Figure 1. Cell placement (run 1).
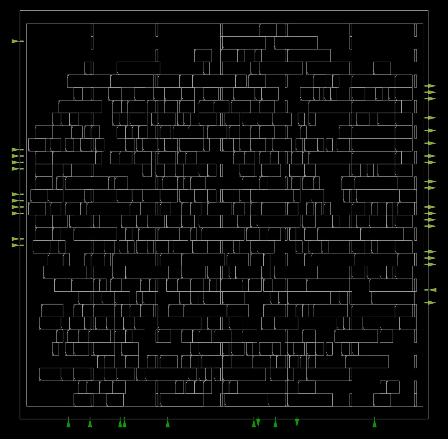
Figure 2. Wire density map (run 1).
The die is cut into 17 by 17 equal tiles; dark blue is low, red is high, scaled to the fullest tile. Values are wire area over tile area, all layers added.
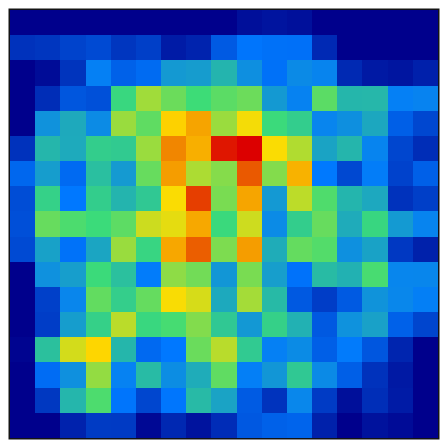
Figure 3. Clock network drawn from the DEF (run 1).
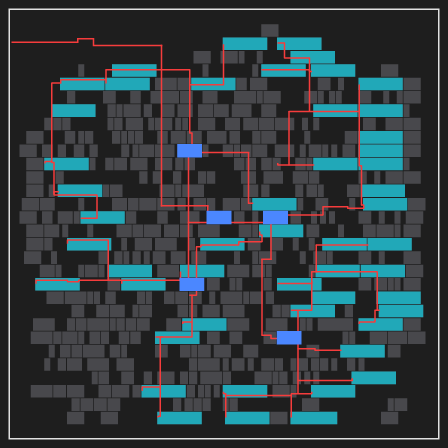
[src/rtl/ieee_to_int_if.sv]
// Handshake bundle for the FP16 -> integer converter.
// Input and output channels each use valid/ready.
interface ieee_to_int_if #(
  parameter int OUT_W = 16
) ();
  logic             in_valid;
  logic             in_ready;
  logic [15:0]      float_in;
  logic             out_valid;
  logic             out_ready;
  logic [OUT_W-1:0] int_out;
  logic             out_ovf;
  logic             out_nan;

  modport master (
    output in_valid, float_in, out_ready,
    input  in_ready, out_valid, int_out, out_ovf, out_nan
  );

  modport slave (
    input  in_valid, float_in, out_ready,
    output in_ready, out_valid, int_out, out_ovf, out_nan
  );
endinterface

[src/rtl/ieee_to_int.sv]
// Iterative FP16 -> saturated integer, round-to-nearest-even.
// One alignment bit per cycle; result held until consumed.
module ieee_to_int #(
  parameter int OUT_W      = 16,
  parameter bit SIGNED_OUT = 1'b0
) (
  input logic          clk,
  input logic          rst,
  ieee_to_int_if.slave bus
);
  localparam int W = ((OUT_W > 16) ? OUT_W : 16) + 1;
  localparam logic [W-1:0] UMAX = W'({OUT_W{1'b1}});
  localparam logic [W-1:0] SMAX = W'({(OUT_W-1){1'b1}});
  localparam logic [W-1:0] SMIN =
    {{(W-OUT_W){1'b0}}, 1'b1, {(OUT_W-1){1'b0}}};

  typedef enum logic [1:0] {IDLE, SHIFT, ROUND, HOLD} state_t;

  state_t       state;
  logic [W-1:0] mag;
  logic [4:0]   cnt;
  logic         left;
  logic         guard;
  logic         sticky;
  logic         sgn;
  logic         nan_r;
  logic         phase;

  logic [4:0]       d_e;
  logic [9:0]       d_m;
  logic [10:0]      d_sig;
  logic [4:0]       d_ex;
  logic             d_left;
  logic [4:0]       d_k;
  logic             inc;
  logic [OUT_W-1:0] res;
  logic             ovf;

  always_comb begin
    d_e    = bus.float_in[14:10];
    d_m    = bus.float_in[9:0];
    d_sig  = {(d_e != 5'd0), d_m};
    d_ex   = (d_e == 5'd0) ? 5'd1 : d_e;
    d_left = d_ex > 5'd25;
    d_k    = d_left ? (d_ex - 5'd25) : (5'd25 - d_ex);
  end

  assign inc = guard & (sticky | mag[0]);

  // mag is wide enough to hold any finite FP16 magnitude
  always_comb begin
    res = '0;
    ovf = 1'b0;
    if (!SIGNED_OUT) begin
      if (sgn) begin
        ovf = (mag != '0);
      end else if (mag > UMAX) begin
        res = '1;
        ovf = 1'b1;
      end else begin
        res = mag[OUT_W-1:0];
      end
    end else begin
      if (!sgn && mag > SMAX) begin
        res = {1'b0, {(OUT_W-1){1'b1}}};
        ovf = 1'b1;
      end else if (sgn && mag > SMIN) begin
        res = {1'b1, {(OUT_W-1){1'b0}}};
        ovf = 1'b1;
      end else if (sgn) begin
        res = -mag[OUT_W-1:0];
      end else begin
        res = mag[OUT_W-1:0];
      end
    end
  end

  always_ff @(posedge clk or posedge rst) begin
    if (rst) begin
      state         <= IDLE;
      bus.in_ready  <= 1'b1;
      bus.out_valid <= 1'b0;
      bus.int_out   <= '0;
      bus.out_ovf   <= 1'b0;
      bus.out_nan   <= 1'b0;
      mag           <= '0;
      cnt           <= '0;
      left          <= 1'b0;
      guard         <= 1'b0;
      sticky        <= 1'b0;
      sgn           <= 1'b0;
      nan_r         <= 1'b0;
      phase         <= 1'b0;
    end else begin
      unique case (state)
        IDLE: begin
          if (bus.in_valid && bus.in_ready) begin
            bus.in_ready <= 1'b0;
            sgn          <= bus.float_in[15];
            nan_r        <= 1'b0;
            guard        <= 1'b0;
            sticky       <= 1'b0;
            phase        <= 1'b0;
            left         <= d_left;
            cnt          <= d_k;
            if (d_e == 5'd31) begin
              // Inf as all-ones lets saturation logic pick max/min
              cnt   <= '0;
              mag   <= (d_m != 10'd0) ? '0 : '1;
              nan_r <= (d_m != 10'd0);
              if (d_m != 10'd0) sgn <= 1'b0;
              state <= ROUND;
            end else if (d_ex < 5'd13) begin
              cnt   <= '0;
              mag   <= '0;
              state <= ROUND;
            end else begin
              mag   <= W'(d_sig);
              state <= (d_k == 5'd0) ? ROUND : SHIFT;
            end
          end
        end
        SHIFT: begin
          if (left) begin
            mag <= mag << 1;
          end else begin
            mag    <= mag >> 1;
            guard  <= mag[0];
            sticky <= sticky | guard;
          end
          cnt <= cnt - 5'd1;
          if (cnt == 5'd1) state <= ROUND;
        end
        ROUND: begin
          if (!phase) begin
            mag   <= mag + W'(inc);
            phase <= 1'b1;
          end else begin
            bus.int_out   <= res;
            bus.out_ovf   <= ovf;
            bus.out_nan   <= nan_r;
            bus.out_valid <= 1'b1;
            state         <= HOLD;
          end
        end
        HOLD: begin
          if (bus.out_ready) begin
            bus.out_valid <= 1'b0;
            bus.in_ready  <= 1'b1;
            state         <= IDLE;
          end
        end
        default: state <= IDLE;
      endcase
    end
  end
endmodule
[src/flat_wrapper.sv]
// flat-port wrapper written by rule: the top's interface ports become plain ports
module ieee_to_int_flat 
#(
  parameter int OUT_W      = 16,
  parameter bit SIGNED_OUT = 1'b0
)
  (clk, rst, bus_in_valid, bus_float_in, bus_out_ready, bus_in_ready, bus_out_valid, bus_int_out, bus_out_ovf, bus_out_nan);
  ieee_to_int_if #(.OUT_W(OUT_W)) bus_i ();
  input logic clk;
  input logic rst;
  input wire logic [$bits(bus_i.in_valid)-1:0] bus_in_valid;
  input wire logic [$bits(bus_i.float_in)-1:0] bus_float_in;
  input wire logic [$bits(bus_i.out_ready)-1:0] bus_out_ready;
  output wire logic [$bits(bus_i.in_ready)-1:0] bus_in_ready;
  output wire logic [$bits(bus_i.out_valid)-1:0] bus_out_valid;
  output wire logic [$bits(bus_i.int_out)-1:0] bus_int_out;
  output wire logic [$bits(bus_i.out_ovf)-1:0] bus_out_ovf;
  output wire logic [$bits(bus_i.out_nan)-1:0] bus_out_nan;
  assign bus_i.in_valid = bus_in_valid;
  assign bus_i.float_in = bus_float_in;
  assign bus_i.out_ready = bus_out_ready;
  assign bus_in_ready = bus_i.in_ready;
  assign bus_out_valid = bus_i.out_valid;
  assign bus_int_out = bus_i.int_out;
  assign bus_out_ovf = bus_i.out_ovf;
  assign bus_out_nan = bus_i.out_nan;
  ieee_to_int #(.OUT_W(OUT_W), .SIGNED_OUT(SIGNED_OUT)) u_core (.clk(clk), .rst(rst), .bus(bus_i));
endmodule
[config.mk]
export PLATFORM = sky130hd
export DESIGN_NAME = ieee_to_int_flat
export DESIGN_NICKNAME = d
export VERILOG_FILES = /design/src/rtl/ieee_to_int_if.sv /design/src/rtl/ieee_to_int.sv /design/src/flat_wrapper.sv
export SDC_FILE = /design/constraint.sdc
export NUM_CORES = 1
export LEC_CHECK = 0
export CAP_MARGIN = 15
export CORE_MARGIN = 1
export CORE_UTILIZATION = 47
export DETAILED_ROUTE_END_ITERATION = 10
export MAX_ROUTING_LAYER = met4
export PLACE_DENSITY = 0.69
export SKIP_CTS_REPAIR_TIMING = 1
export SYNTH_ARGS = -nofsm -noshare
export SYNTH_HDL_FRONTEND = slang
export SYNTH_SLANG_ARGS = --single-unit
[constraint.sdc]
create_clock -name clk -period 2.4 [get_ports clk]
set_input_delay 0.24 -clock clk [delete_from_list [all_inputs] [get_ports clk]]
set_output_delay 0.24 -clock clk [all_outputs]
set_load 0.02 [all_outputs]
==> run notes, run 1 <==
impl run done, here's what came out: status complete, no violations, post-route DRC violation count 0, I/O pins 40, GRT Total Usage 23.66%, Worst Path Required 2.59 ns, CTS Root Cell clkbuf_8, ys async rst share 100.0%, sequential fraction of the synthesis area 36.77%, Max-area cell share 36.00%, CP Class register to register, worst flop-to-flop path endpoint u_core.mag[14], Tightest Hold Check Type input pin to asynchronous set/reset pin, ys flop type dfrtp_1, Placer Congestion 0.8953, drt first pass iters 4, Longest Clk Path Bufs 2, Peak supply drop 0.001068 V, top cells by count nor2_1, dfrtp_1, nand2_1, antenna violations before repair 0, yosys cell count 404, EDFF count, synth 0, die width 87.13 um, RSZ-0062 raised after global routing yes, CTS tree built, Syn. warnings 0, H-tree levels 2, Cell variety after synth 51, # port buffers 39, final-stage net count 475, Latency at later pin 0.31 ns, WP data arrival 2.47 ns, CP Launch Type register
Notes on Figure 1 above:
seq_cells: 50
Seq area share: 30.91%
Finished Layout Cells: 537
n_taps: 96

Notes on Figure 2 above:
nearly empty tiles = 12%
tiles over half the peak = 23%
densest ninth of the die = centre

Notes on Figure 3 above:
red -> clock wires  # length 646 um
blue -> cells driving clock nets  # count 5
cyan -> flip-flops  # count 50
routed clock nets = 6

[run 1: worst max path at each step]
stage | to | depth (start not counted)
3_5_place_dp | u_core.state[1] | 9
3_3_place_gp | u_core.state[1] | 9
4_1_cts | u_core.mag[14] | 8
2_1_floorplan | u_core.mag[14] | 8
5_1_grt | u_core.mag[14] | 8
6_report | u_core.mag[14] | 8
[run 1: per-layer routing]
| layer | vias up | track usage, % | part of all wire [%] |
|---|---|---|---|
| met1 | 1429 | 33.51 | 49 |
| li1 | 1513 | - | - |
| met2 | 83 | 36.36 | 45 |
| met4 | 0 | 5.216 | 0.72 |
| met3 | 5 | 2.938 | 4.8 |
| met5 | - | - | 0 |
[run 1: worst max-delay path, stage by stage, from the launching register on]
cell and delay, ns:
dfrtp_1 0.48, o21a_1 0.16, ha_1 0.18, ha_1 0.22
nand3_1 0.25, nor4_2 0.36, xor2_1 0.11, a221oi_1 0.35
nor3_2 0.07
[run 1: report_power, final]
part | switching (mW) | internal [mW] | leakage, nW | total [mW]
registers | 0.452 | 1.26 | 0.611 | 1.71
logic | 2.02 | 1.51 | 1.02 | 3.53
clock network | 0.300 | 0.206 | 0.0441 | 0.505
total | 2.77 | 2.98 | 1.68 | 5.75
[run 1: registers in the layout, summed over array words and instances (netlist names)]
name and flops:
u_core.bus.in_ready 1, u_core.bus.int_out 16, u_core.bus.out_nan 1, u_core.bus.out_ovf 1, u_core.bus.out_valid 1, u_core.cnt 5, u_core.guard 1, u_core.left 1
u_core.mag 17, u_core.nan_r 1, u_core.phase 1, u_core.sgn 1, u_core.state 2, u_core.sticky 1
[run 1: placed cells by master (no fill, tap or decap), types with 3 or more instances in the layout]
master	count
xor2_1	10
nand2_1	39
nand4_1	4
nor3_1	4
nor2b_1	3
mux2_2	6
dfrtp_1	49
clkdlybuf4s50_1	39
inv_1	15
a221oi_1	9
ha_1	15
buf_4	25
a31oi_1	5
o22ai_1	9
nor4_1	11
o21ai_0	26
nor3_2	7
o31ai_1	17
a21oi_1	21
clkbuf_8	5
xnor2_1	5
a211oi_1	3
mux2i_1	13
nor2_1	52
nand3b_1	3
nand3_1	11
[run 1: stage by stage]
step                      worst slack, ns  utilization [%]  std cells  area, um2
final                              0.1119            58.66        537       4051
after global routing             -0.09143            58.66        537       4051
after CTS                          0.1497            58.57        537       4045
after detailed placement         -0.02779            57.26        529       3955
after global placement            0.06165            57.26        529       3955
after floorplan                    0.4168                -        404       3406
[run 1: logic make-up (layout without fill, tap and decap cells)]
kind of cell    after synthesis  in the layout  share of synthesized area (%)
compound gates              107            107                          20.61
xor+xnor                     15             15                          3.857
fa+ha+maj                    15             15                          5.511
buf+inv                      52             89                          6.723
flops                        50             50                          36.77
mux                          19             19                          5.804
simple gates                146            146                          20.72
[run 1: layout make-up]
type | instances | share of cell area (%)
multi-input combinational | 302 | 47.65
tap | 96 | 2.965
sequential | 50 | 30.91
inverter | 16 | 1.482
timing repair buffer | 65 | 14.76
clock inverter | 3 | 0.5250
clock buffer | 5 | 1.699
==> run 1 -> run 2 <==
SKIP_CTS_REPAIR_TIMING = not set   (was 1)
Figure 4. Clock network drawn from the DEF (run 2).
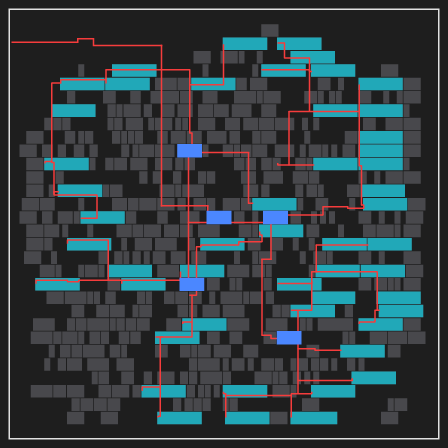
cyan -> flip-flops  # count 50
red -> clock wires  # length 646 um
blue -> cells driving clock nets  # count 5
flops lie = all over the die
routed clock nets = 6

Figure 5. Sizing map (run 2).
Bar = 20 um.
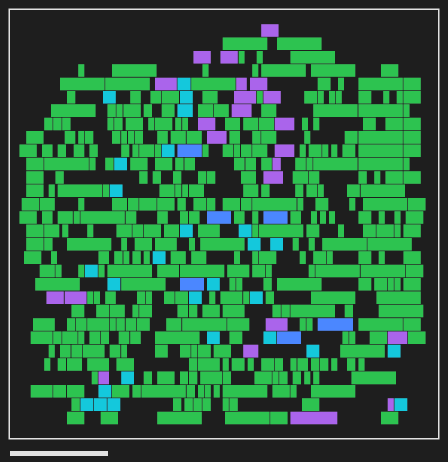
purple -> drive 2  # cells 23, share 5.2%
cyan -> drive 3 to 4  # cells 27, share 6.1%
green -> drive 1 or less  # cells 385, share 87%
blue -> drive 6 and up  # cells 6, share 1.4%

==> run 2 against run 1 <==
Effect of this change: cell area unchanged; critical path depth unchanged; non-clock buffer count unchanged; first-iteration DRC count unchanged; power unchanged; sequential share of layout area unchanged; hold slack unchanged; core utilization unchanged.
==> run notes, run 2 <==
impl run done, here's what came out: area fraction in mux cells 5.805%, # port buffers 39, CP Launch Type register, Die H 87.13 um, top cells by count nor2_1, dfrtp_1, nand2_1, Peak supply drop 0.001068 V, Most flops, register u_core.mag, GRT Total Usage 23.66%, worst slack at placement -0.02779 ns, I/O pins 40, max reg flops 17, CTS tree built, Main logic family simple AND/OR/NAND/NOR gates, final-stage net count 475, setup ws final 0.1119 ns, Worst Path Required 2.59 ns, most used logic cell in the final layout nor2_1, sequential fraction of the synthesis area 36.77%, Adders+Majority by Area 5.511%, antenna violations before repair 0, Tightest Hold Check Type input pin to asynchronous set/reset pin, Max-area cell share 36.00%, metal2 WL 3695 um, yosys cell count 404, commonest non-fill, non-tap cells in the layout nor2_1, dfrtp_1, nand2_1, clkdlybuf4s50_1, o21ai_0, ys async rst share 100.0%, RSZ-0062 raised after global routing yes, worst flop-to-flop path endpoint u_core.mag[14], DR top layer met4, WP data arrival 2.47 ns, DR WL met3 388 um, post-synthesis simple-gate area fraction 20.72%, Placer Congestion 0.8953, Cell variety after synth 51, AND-OR/OR-AND share of the synthesized area 20.61%, CTS Root Cell clkbuf_8, xor/xnor share 3.857%, Setup crit end u_core.mag[14], Top Registers u_core.mag: 17 flops, u_core.bus.int_out: 16 flops, u_core.cnt: 5 flops, ys flop type dfrtp_1, H-tree levels 2, Latency at later pin 0.31 ns, status complete, no violations, EDFF count, synth 0
## run 2: layer usage
layer / track usage (%) / vias up
met1: 33.51 / 1429
li1: - / 1513
met5: - / -
met3: 2.938 / 5
met2: 36.36 / 83
met4: 5.216 / 0
## run 2: layout make-up
type	count	area, um2
Multi-Input combinational cell	302	1931
Tap cell	96	120.1
Clock buffer	5	68.82
Timing Repair Buffer	65	598.1
Sequential cell	50	1252
Clock inverter	3	21.27
Inverter	16	60.06
Fill cell	653	2855
## run 2: repair_timing
item | 4_1_cts | 5_1_grt
endpoints found under the hold margin | 0 | 0
setup endpoints to repair | 0 | 1
resized | 0 | 2
## run 2: kinds of logic after synthesis
logic type | count (synthesis)
compound gates | 107
xor+xnor | 15
fa+ha+maj | 15
buf+inv | 52
flops | 50
mux | 19
simple gates | 146
## run 2: critical path, cell delays in order (launching register included)
cell and delay [ns]:
dfrtp_1 0.48, o21a_1 0.16, ha_1 0.18, ha_1 0.22, nand3_1 0.25, nor4_2 0.36
xor2_1 0.11, a221oi_1 0.35, nor3_2 0.07
## run 2: report_power, final
| group | total, mW | switching (mW) | internal, mW |
|---|---|---|---|
| combinational | 3.53 | 2.02 | 1.51 |
| sequential | 1.71 | 0.452 | 1.26 |
| clock | 0.505 | 0.300 | 0.206 |
| total | 5.75 | 2.77 | 2.98 |
## run 2: stage by stage
step | std cells | area (um2) | hold slack [ns]
floorplan | 404 | 3406 | 0.3760
global placement | 529 | 3955 | 0.4616
detailed placement | 529 | 3955 | 0.4655
CTS | 537 | 4045 | 0.4363
global route | 537 | 4051 | 0.5011
finish | 537 | 4051 | 0.4050
## run 2: worst min-delay path by stage
| stage | end | slack [ns] | depth (start not counted) |
|---|---|---|---|
| after global placement | u_core.bus.int_out[12] | 0.46 | 2 |
| after CTS | u_core.bus.out_valid | 0.44 | 3 |
| after floorplan | u_core.sgn | 0.38 | 2 |
| after global routing | u_core.nan_r | 0.50 | 3 |
| final | u_core.cnt[3] | 0.40 | 3 |
| after detailed placement | u_core.bus.int_out[9] | 0.47 | 2 |
Power and IR drop assume default switching activity.
